**The metal 1 layer**

Scale bar: 50 µm.
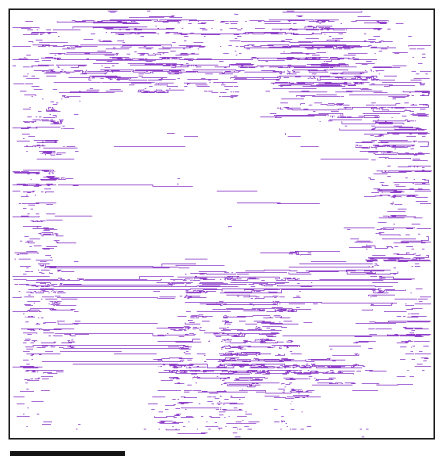
**Met2 routing**

Scale bar: 50 µm.
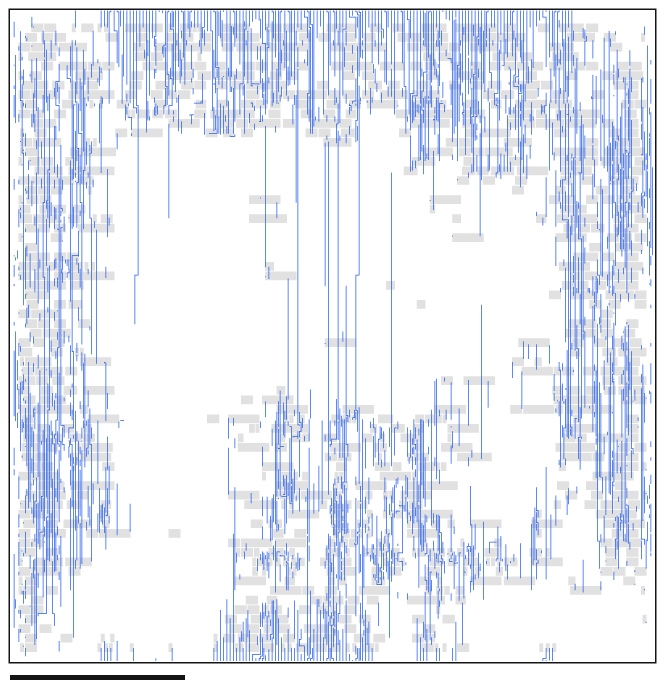
**Metal 3**

Scale bar: 50 µm.
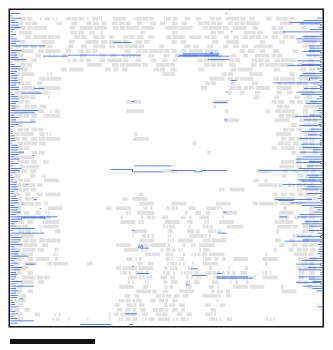
**src/rtl/axi_cfg_pkg.sv**
```systemverilog
// Shared addresses, control codes, state enums and AXI response codes
// for the AXI-Lite configuration sequencer (AXI_CFG_READBACK_EN adds RD_CHK).
package axi_cfg_pkg;

   localparam logic [31:0] ADDR_CTRL   = 32'h0000_0000;
   localparam logic [31:0] ADDR_STATUS = 32'h0000_0004;
   localparam logic [31:0] ADDR_ENABLE = 32'h0000_0040;
   localparam logic [31:0] ADDR_WEIGHT = 32'h0000_0044;

   localparam logic [31:0] CTRL_START = 32'd1;
   localparam logic [31:0] CTRL_DONE  = 32'd2;

   typedef enum logic [3:0] {
      S_IDLE,
      S_WR_EN,
      S_WR_WGT,
      S_RD_CHK,
      S_WR_GO,
      S_POLL,
      S_GAP,
      S_WR_ACK,
      S_DONE
   } seq_state_e;

   typedef enum logic [2:0] {
      T_IDLE,
      T_WR,
      T_WRESP,
      T_RD,
      T_RRESP
   } txn_state_e;

   typedef enum logic [1:0] {
      RESP_OKAY   = 2'b00,
      RESP_EXOKAY = 2'b01,
      RESP_SLVERR = 2'b10,
      RESP_DECERR = 2'b11
   } axi_resp_e;

endpackage

```
**src/rtl/axi_cfg_sequencer_txn.sv**
```systemverilog
// Single-transaction AXI-Lite master engine; owns every AXI output.
// A new command may be accepted in the same cycle the previous one completes.
module axi_lite_txn
   import axi_cfg_pkg::*;
(
   input  logic        clk,
   input  logic        reset,
   input  logic        cmd_valid,
   input  logic        cmd_write,
   input  logic [31:0] cmd_addr,
   input  logic [31:0] cmd_wdata,
   output logic        cmd_done,
   output logic [31:0] cmd_rdata,
   output logic        cmd_err,
   output logic [31:0] ARADDR,
   output logic        ARVALID,
   input  logic        ARREADY,
   input  logic [31:0] RDATA,
   input  logic [1:0]  RRESP,
   input  logic        RVALID,
   output logic        RREADY,
   output logic [31:0] AWADDR,
   output logic        AWVALID,
   input  logic        AWREADY,
   output logic [31:0] WDATA,
   output logic [3:0]  WSTRB,
   output logic        WVALID,
   input  logic        WREADY,
   input  logic [1:0]  BRESP,
   input  logic        BVALID,
   output logic        BREADY
);

   txn_state_e tstate, tstate_n;
   logic wr_fin, rd_fin, accept, aw_ok, w_ok;

   assign wr_fin    = (tstate == T_WRESP) && BVALID && BREADY;
   assign rd_fin    = (tstate == T_RRESP) && RVALID && RREADY;
   assign cmd_done  = wr_fin | rd_fin;
   assign cmd_rdata = RDATA;
   assign cmd_err   = wr_fin ? (BRESP != RESP_OKAY)
                             : (rd_fin && (RRESP != RESP_OKAY));
   assign accept    = cmd_valid && ((tstate == T_IDLE) || cmd_done);
   // a channel is finished once its VALID is gone or handshakes now
   assign aw_ok     = !AWVALID || AWREADY;
   assign w_ok      = !WVALID || WREADY;

   always_comb begin
      tstate_n = tstate;
      unique case (tstate)
         T_IDLE:  tstate_n = T_IDLE;
         T_WR:    if (aw_ok && w_ok) tstate_n = T_WRESP;
         T_WRESP: if (wr_fin) tstate_n = T_IDLE;
         T_RD:    if (ARREADY) tstate_n = T_RRESP;
         T_RRESP: if (rd_fin) tstate_n = T_IDLE;
         default: tstate_n = T_IDLE;
      endcase
      if (accept) tstate_n = cmd_write ? T_WR : T_RD;
   end

   always_ff @(posedge clk or posedge reset) begin
      if (reset) tstate <= T_IDLE;
      else       tstate <= tstate_n;
   end

   always_ff @(posedge clk or posedge reset) begin
      if (reset) begin
         ARADDR  <= '0;
         ARVALID <= 1'b0;
         RREADY  <= 1'b0;
         AWADDR  <= '0;
         AWVALID <= 1'b0;
         WDATA   <= '0;
         WSTRB   <= '0;
         WVALID  <= 1'b0;
         BREADY  <= 1'b0;
      end else begin
         if (AWVALID && AWREADY) AWVALID <= 1'b0;
         if (WVALID && WREADY)   WVALID  <= 1'b0;
         if ((tstate == T_WR) && aw_ok && w_ok) BREADY <= 1'b1;
         if (wr_fin) BREADY <= 1'b0;
         if (ARVALID && ARREADY) begin
            ARVALID <= 1'b0;
            RREADY  <= 1'b1;
         end
         if (rd_fin) RREADY <= 1'b0;
         if (accept) begin
            if (cmd_write) begin
               AWADDR  <= cmd_addr;
               AWVALID <= 1'b1;
               WDATA   <= cmd_wdata;
               WSTRB   <= 4'hF;
               WVALID  <= 1'b1;
            end else begin
               ARADDR  <= cmd_addr;
               ARVALID <= 1'b1;
            end
         end
      end
   end

endmodule

```
**src/rtl/axi_cfg_sequencer.sv**
```systemverilog
// Host-less AXI-Lite configurator: enable, weights, kick, poll, ack.
// Define AXI_CFG_READBACK_EN to verify enable/weights by readback before kicking.
module axi_cfg_sequencer
   import axi_cfg_pkg::*;
#(
   parameter int NUM_WEIGHTS = 10,
   parameter int POLL_GAP    = 16,
   parameter int POLL_MAX    = 0
) (
   input  logic                     clk,
   input  logic                     reset,
   input  logic                     start,
   input  logic [32*NUM_WEIGHTS-1:0] weights,
   output logic [31:0]              ARADDR,
   output logic                     ARVALID,
   input  logic                     ARREADY,
   input  logic [31:0]              RDATA,
   input  logic [1:0]               RRESP,
   input  logic                     RVALID,
   output logic                     RREADY,
   output logic [31:0]              AWADDR,
   output logic                     AWVALID,
   input  logic                     AWREADY,
   output logic [31:0]              WDATA,
   output logic [3:0]               WSTRB,
   output logic                     WVALID,
   input  logic                     WREADY,
   input  logic [1:0]               BRESP,
   input  logic                     BVALID,
   output logic                     BREADY,
   output logic                     busy,
   output logic                     done,
   output logic                     error
);

   localparam int IW = (NUM_WEIGHTS > 0) ? $clog2(NUM_WEIGHTS + 1) : 1;
   localparam int GW = (POLL_GAP > 1) ? $clog2(POLL_GAP) : 1;
   localparam logic [IW-1:0] LAST_W   = IW'(NUM_WEIGHTS - 1);
   localparam logic [GW-1:0] GAP_LAST = GW'(POLL_GAP - 1);

   seq_state_e state, state_n;
   logic [IW-1:0] idx, idx_n, idx_p1;
   logic [GW-1:0] gap_cnt, gap_n;
   logic [31:0]   poll_cnt, poll_n;
   logic          err_q, err_n;
   logic          cmd_valid, cmd_write, cmd_done, cmd_err;
   logic [31:0]   cmd_addr, cmd_wdata, cmd_rdata, wgt_nxt;

   assign idx_p1  = idx + 1'b1;
   assign wgt_nxt = weights[32*int'(idx_p1) +: 32];

`ifdef AXI_CFG_READBACK_EN
   logic [31:0] rb_exp;
   // readback slot 0 is the enable register, slot k is weight k-1
   assign rb_exp = (idx == '0) ? 32'd1
                 : weights[32*(int'(idx) - 1) +: 32];
`endif

   always_comb begin
      state_n   = state;
      idx_n     = idx;
      poll_n    = poll_cnt;
      gap_n     = gap_cnt;
      err_n     = err_q;
      cmd_valid = 1'b0;
      cmd_write = 1'b1;
      cmd_addr  = '0;
      cmd_wdata = '0;
      unique case (state)
         S_IDLE, S_DONE: begin
            if (start) begin
               state_n   = S_WR_EN;
               idx_n     = '0;
               poll_n    = '0;
               gap_n     = '0;
               err_n     = 1'b0;
               cmd_valid = 1'b1;
               cmd_addr  = ADDR_ENABLE;
               cmd_wdata = 32'd1;
            end
         end
         S_WR_EN: begin
            if (cmd_done) begin
               if (cmd_err) begin
                  state_n = S_DONE;
                  err_n   = 1'b1;
               end else begin
                  state_n   = S_WR_WGT;
                  cmd_valid = 1'b1;
                  cmd_addr  = ADDR_WEIGHT;
                  cmd_wdata = weights[31:0];
               end
            end
         end
         S_WR_WGT: begin
            if (cmd_done) begin
               if (cmd_err) begin
                  state_n = S_DONE;
                  err_n   = 1'b1;
               end else if (idx == LAST_W) begin
`ifdef AXI_CFG_READBACK_EN
                  state_n   = S_RD_CHK;
                  idx_n     = '0;
                  cmd_valid = 1'b1;
                  cmd_write = 1'b0;
                  cmd_addr  = ADDR_ENABLE;
`else
                  state_n   = S_WR_GO;
                  cmd_valid = 1'b1;
                  cmd_addr  = ADDR_CTRL;
                  cmd_wdata = CTRL_START;
`endif
               end else begin
                  idx_n     = idx_p1;
                  cmd_valid = 1'b1;
                  cmd_addr  = ADDR_WEIGHT + (32'(idx_p1) << 2);
                  cmd_wdata = wgt_nxt;
               end
            end
         end
`ifdef AXI_CFG_READBACK_EN
         S_RD_CHK: begin
            if (cmd_done) begin
               if (cmd_err || (cmd_rdata != rb_exp)) begin
                  state_n = S_DONE;
                  err_n   = 1'b1;
               end else if (idx == IW'(NUM_WEIGHTS)) begin
                  state_n   = S_WR_GO;
                  cmd_valid = 1'b1;
                  cmd_addr  = ADDR_CTRL;
                  cmd_wdata = CTRL_START;
               end else begin
                  idx_n     = idx_p1;
                  cmd_valid = 1'b1;
                  cmd_write = 1'b0;
                  cmd_addr  = ADDR_ENABLE + (32'(idx_p1) << 2);
               end
            end
         end
`endif
         S_WR_GO: begin
            if (cmd_done) begin
               if (cmd_err) begin
                  state_n = S_DONE;
                  err_n   = 1'b1;
               end else begin
                  state_n   = S_POLL;
                  poll_n    = 32'd1;
                  cmd_valid = 1'b1;
                  cmd_write = 1'b0;
                  cmd_addr  = ADDR_CTRL;
               end
            end
         end
         S_POLL: begin
            if (cmd_done) begin
               if (cmd_err) begin
                  state_n = S_DONE;
                  err_n   = 1'b1;
               end else if (cmd_rdata == CTRL_DONE) begin
                  state_n   = S_WR_ACK;
                  cmd_valid = 1'b1;
                  cmd_addr  = ADDR_CTRL;
                  cmd_wdata = CTRL_DONE;
               end else if ((POLL_MAX != 0) && (poll_cnt == 32'(POLL_MAX))) begin
                  state_n = S_DONE;
                  err_n   = 1'b1;
               end else begin
                  state_n = S_GAP;
                  gap_n   = '0;
               end
            end
         end
         S_GAP: begin
            if (gap_cnt == GAP_LAST) begin
               state_n   = S_POLL;
               poll_n    = poll_cnt + 1'b1;
               cmd_valid = 1'b1;
               cmd_write = 1'b0;
               cmd_addr  = ADDR_CTRL;
            end else begin
               gap_n = gap_cnt + 1'b1;
            end
         end
         S_WR_ACK: begin
            if (cmd_done) begin
               state_n = S_DONE;
               err_n   = cmd_err;
            end
         end
         default: state_n = S_IDLE;
      endcase
   end

   always_ff @(posedge clk or posedge reset) begin
      if (reset) begin
         state    <= S_IDLE;
         idx      <= '0;
         poll_cnt <= '0;
         gap_cnt  <= '0;
         err_q    <= 1'b0;
      end else begin
         state    <= state_n;
         idx      <= idx_n;
         poll_cnt <= poll_n;
         gap_cnt  <= gap_n;
         err_q    <= err_n;
      end
   end

   assign busy  = (state != S_IDLE) && (state != S_DONE);
   assign done  = (state == S_DONE);
   assign error = err_q;

   axi_lite_txn u_txn (
      .clk       (clk),
      .reset     (reset),
      .cmd_valid (cmd_valid),
      .cmd_write (cmd_write),
      .cmd_addr  (cmd_addr),
      .cmd_wdata (cmd_wdata),
      .cmd_done  (cmd_done),
      .cmd_rdata (cmd_rdata),
      .cmd_err   (cmd_err),
      .ARADDR    (ARADDR),
      .ARVALID   (ARVALID),
      .ARREADY   (ARREADY),
      .RDATA     (RDATA),
      .RRESP     (RRESP),
      .RVALID    (RVALID),
      .RREADY    (RREADY),
      .AWADDR    (AWADDR),
      .AWVALID   (AWVALID),
      .AWREADY   (AWREADY),
      .WDATA     (WDATA),
      .WSTRB     (WSTRB),
      .WVALID    (WVALID),
      .WREADY    (WREADY),
      .BRESP     (BRESP),
      .BVALID    (BVALID),
      .BREADY    (BREADY)
   );

endmodule

```
**config.mk**
```make
export PLATFORM = sky130hd
export DESIGN_NAME = axi_cfg_sequencer
export DESIGN_NICKNAME = d
export VERILOG_FILES = /design/src/rtl/axi_cfg_pkg.sv /design/src/rtl/axi_cfg_sequencer_txn.sv /design/src/rtl/axi_cfg_sequencer.sv
export SDC_FILE = /design/constraint.sdc
export NUM_CORES = 1
export LEC_CHECK = 0
export CORE_AREA = 2 2 182 184
export DETAILED_ROUTE_END_ITERATION = 12
export DIE_AREA = 0 0 184 186
export SYNTH_ARGS = -nofsm -noshare
export SYNTH_HDL_FRONTEND = slang
export SYNTH_SLANG_ARGS = --single-unit
```
**constraint.sdc**
```tcl
create_clock -name clk -period 11 [get_ports clk]
set_clock_uncertainty 0.1 [all_clocks]
set_input_delay 1.1 -clock clk [delete_from_list [all_inputs] [get_ports clk]]
set_output_delay 1.1 -clock clk [all_outputs]
set_load 0.02 [all_outputs]
```
==> deck_impl_summary.md <==
Synthesis and Place & Route Summary

Status
  – Outcome: finished, final reports clean

Placed design
  – Pre-CTS setup slack: 7180 ps
  – Dpl hpwl: 21100 µm
  – Dpl cells: 1358
  – Buffers on Ports: 419
  – Area post-placement: 10600 µm²
  – GPL Wtd Cong: 0.833

Finish
  – Synth-to-Final Area Change: 72.8%
  – Seq area share: 15.1%
  – Top logic cells by instance count in the layout: clkdlybuf4s50_1 (419), dfrtp_1 (65), mux4_2 (64)
  – Final net count: 1329
  – Final std cells w/o fill: 1374
  – Final core utilization: 34.0%
  – Gate Area: 4210 µm²
  – Multi-input gates: 448
  – Max FFs per register: 32
  – Clock-cell share: 2.63%
  – Signal buffers share of area: 38.7%
  – Buffers outside the clock class: 424
  – Comb/total area: 38.5%
  – Inverters excl. clock: 12
  – FF/Latch Area: 1660 µm²
  – Clkbuf count: 11
  – Top class by area: buffers

Synthesis
  – Yosys adder share: 0.791%
  – Yosys xor share: 1.11%
  – Seq share, synth: 26.1%
  – Dominant comb cell: multiplexers
  – Count of different cell masters after synthesis: 62
  – Post-synth top cells: dfrtp_1 (66), mux4_2 (64), mux2_2 (63)
  – YS chip area: 6330 µm²
  – Mux area share: 34.6%
  – Most frequent cell after synthesis: dfrtp_1
  – Synth Instances: 575
  – Ys cells: 575
  – Synth async-reset ratio: 100%
  – Top_reg_cell synth: dfrtp_1
  – Mapped Avg Cell Area: 11.0 µm²
  – Count of library flops with an enable pin: 0
  – Top cells by area, synth: dfrtp_1 (26%), mux4_2 (23%), mux2_2 (11%), buf_4 (7.2%), a221o_1 (3.2%)
  – Synth warn: 0
  – Simple share: 11.1%
  – Registers, synthesis: 66
  – Top cell area share: 26.1%
  – AO/OA Area Share: 14.9%

Power
  – PwrDens: 124 nW/µm²
  – NetSw: 512 µW
  – Clock Power Share: 21.9%
  – Register share of total power: 27.8%
  – Largest power group: combinational logic
  – Sequential Power: 377 µW
  – Power Clock: 297 µW
  – P_int: 843 µW
  – Logic pwr share: 50.3%
  – Combinational power: 681 µW
  – Sw frac: 37.8%
  – Power Total: 1350 µW

Drt
  – Avg WL per Cell: 19.9 µm
  – WL met2: 13800 µm
  – Starting DRT DRC Count: 310
  – Uppermost layer routed: met4
  – M1 wire length: 10900 µm
  – DRT antenna net count: 0
  – Post-route DRC violation count: 0

Floorplan
  – Site row count: 66
  – Die area: 34200 µm²
  – Die height: 186 µm
  – # IOs: 472
  – Die width: 184 µm
  – Placeable Area: 32200 µm²

Final timing
  – Final setup vio count: 0
  – Final setup margin: 7420 ps
  – RSZ-0062 raised after global routing: false
  – Slew @ Worst Pin: 1180 ps
  – Slew margin rel.: 21.4%
  – Highest Clock Rate: 279 MHz
  – Hold Fails Final Rpt: 0
  – Crit path time final: 3580 ps
  – Final Slew Violations: 0

Clock tree
  – Clock transition at the registers of the reported paths: 60 ps
  – CTS buffer count: 9
  – CTS tree: done
  – Post-CTS Setup Repair Bufs: 0
  – Clock sink count: 66
  – Clk buf depth: 2
  – Root buffer cell: clkbuf_16

Global route
  – Vias in the first global route: 6556
  – Tot GR Track Use: 15.2%
  – First-pass GRT wire length: 38900 µm
  – Final global-route overflow total: 0

Run
  – Max-cap violations: 0

Hold path
  – Hold EP: u_txn.WDATA[24]
  – Hold Startpoint: u_txn.WDATA[24]
  – Worst hold stages: 2

Critical path
  – Reg2Reg Setup Slack: 7420 ps
  – CP Max Fanout: 69
  – Last element of the critical path: u_txn.WDATA[15]
  – Reg2reg start: idx[0]
  – Arr. time, crit path: 3750 ps
  – Crit. End Element: flop
  – WP buf/inv: 1
  – WP depth: 6
  – R2R Path End: u_txn.WDATA[15]
  – Crit-path slowest cell: a21oi_4
  – Crit path DRT: 11170 ps
  – Worst Reg-to-Reg Cells: 6
  – Critical path origin: idx[0]
  – Largest stage delay, worst path: 990 ps
-- 'the metal 1 layer' (at the start) --
wire length on this layer: 10900 µm
nets with wire on the layer: 1113
main direction: horizontal
longest straight run: 66.2 µm
share of all routed wire: 40%
via count: 6346
WL final: 27300 µm
M1 GR Usage: 18.3%

-- 'met2 routing' (at the start) --
main direction: vertical
wire length on this layer: 13800 µm
nets with wire on the layer: 1185

-- 'metal 3' (at the start) --
longest straight run: 42.3 µm
share of all routed wire: 7.3%
GR Layer Usage met3: 2.95%

Power is estimated from default activity; no workload was simulated.
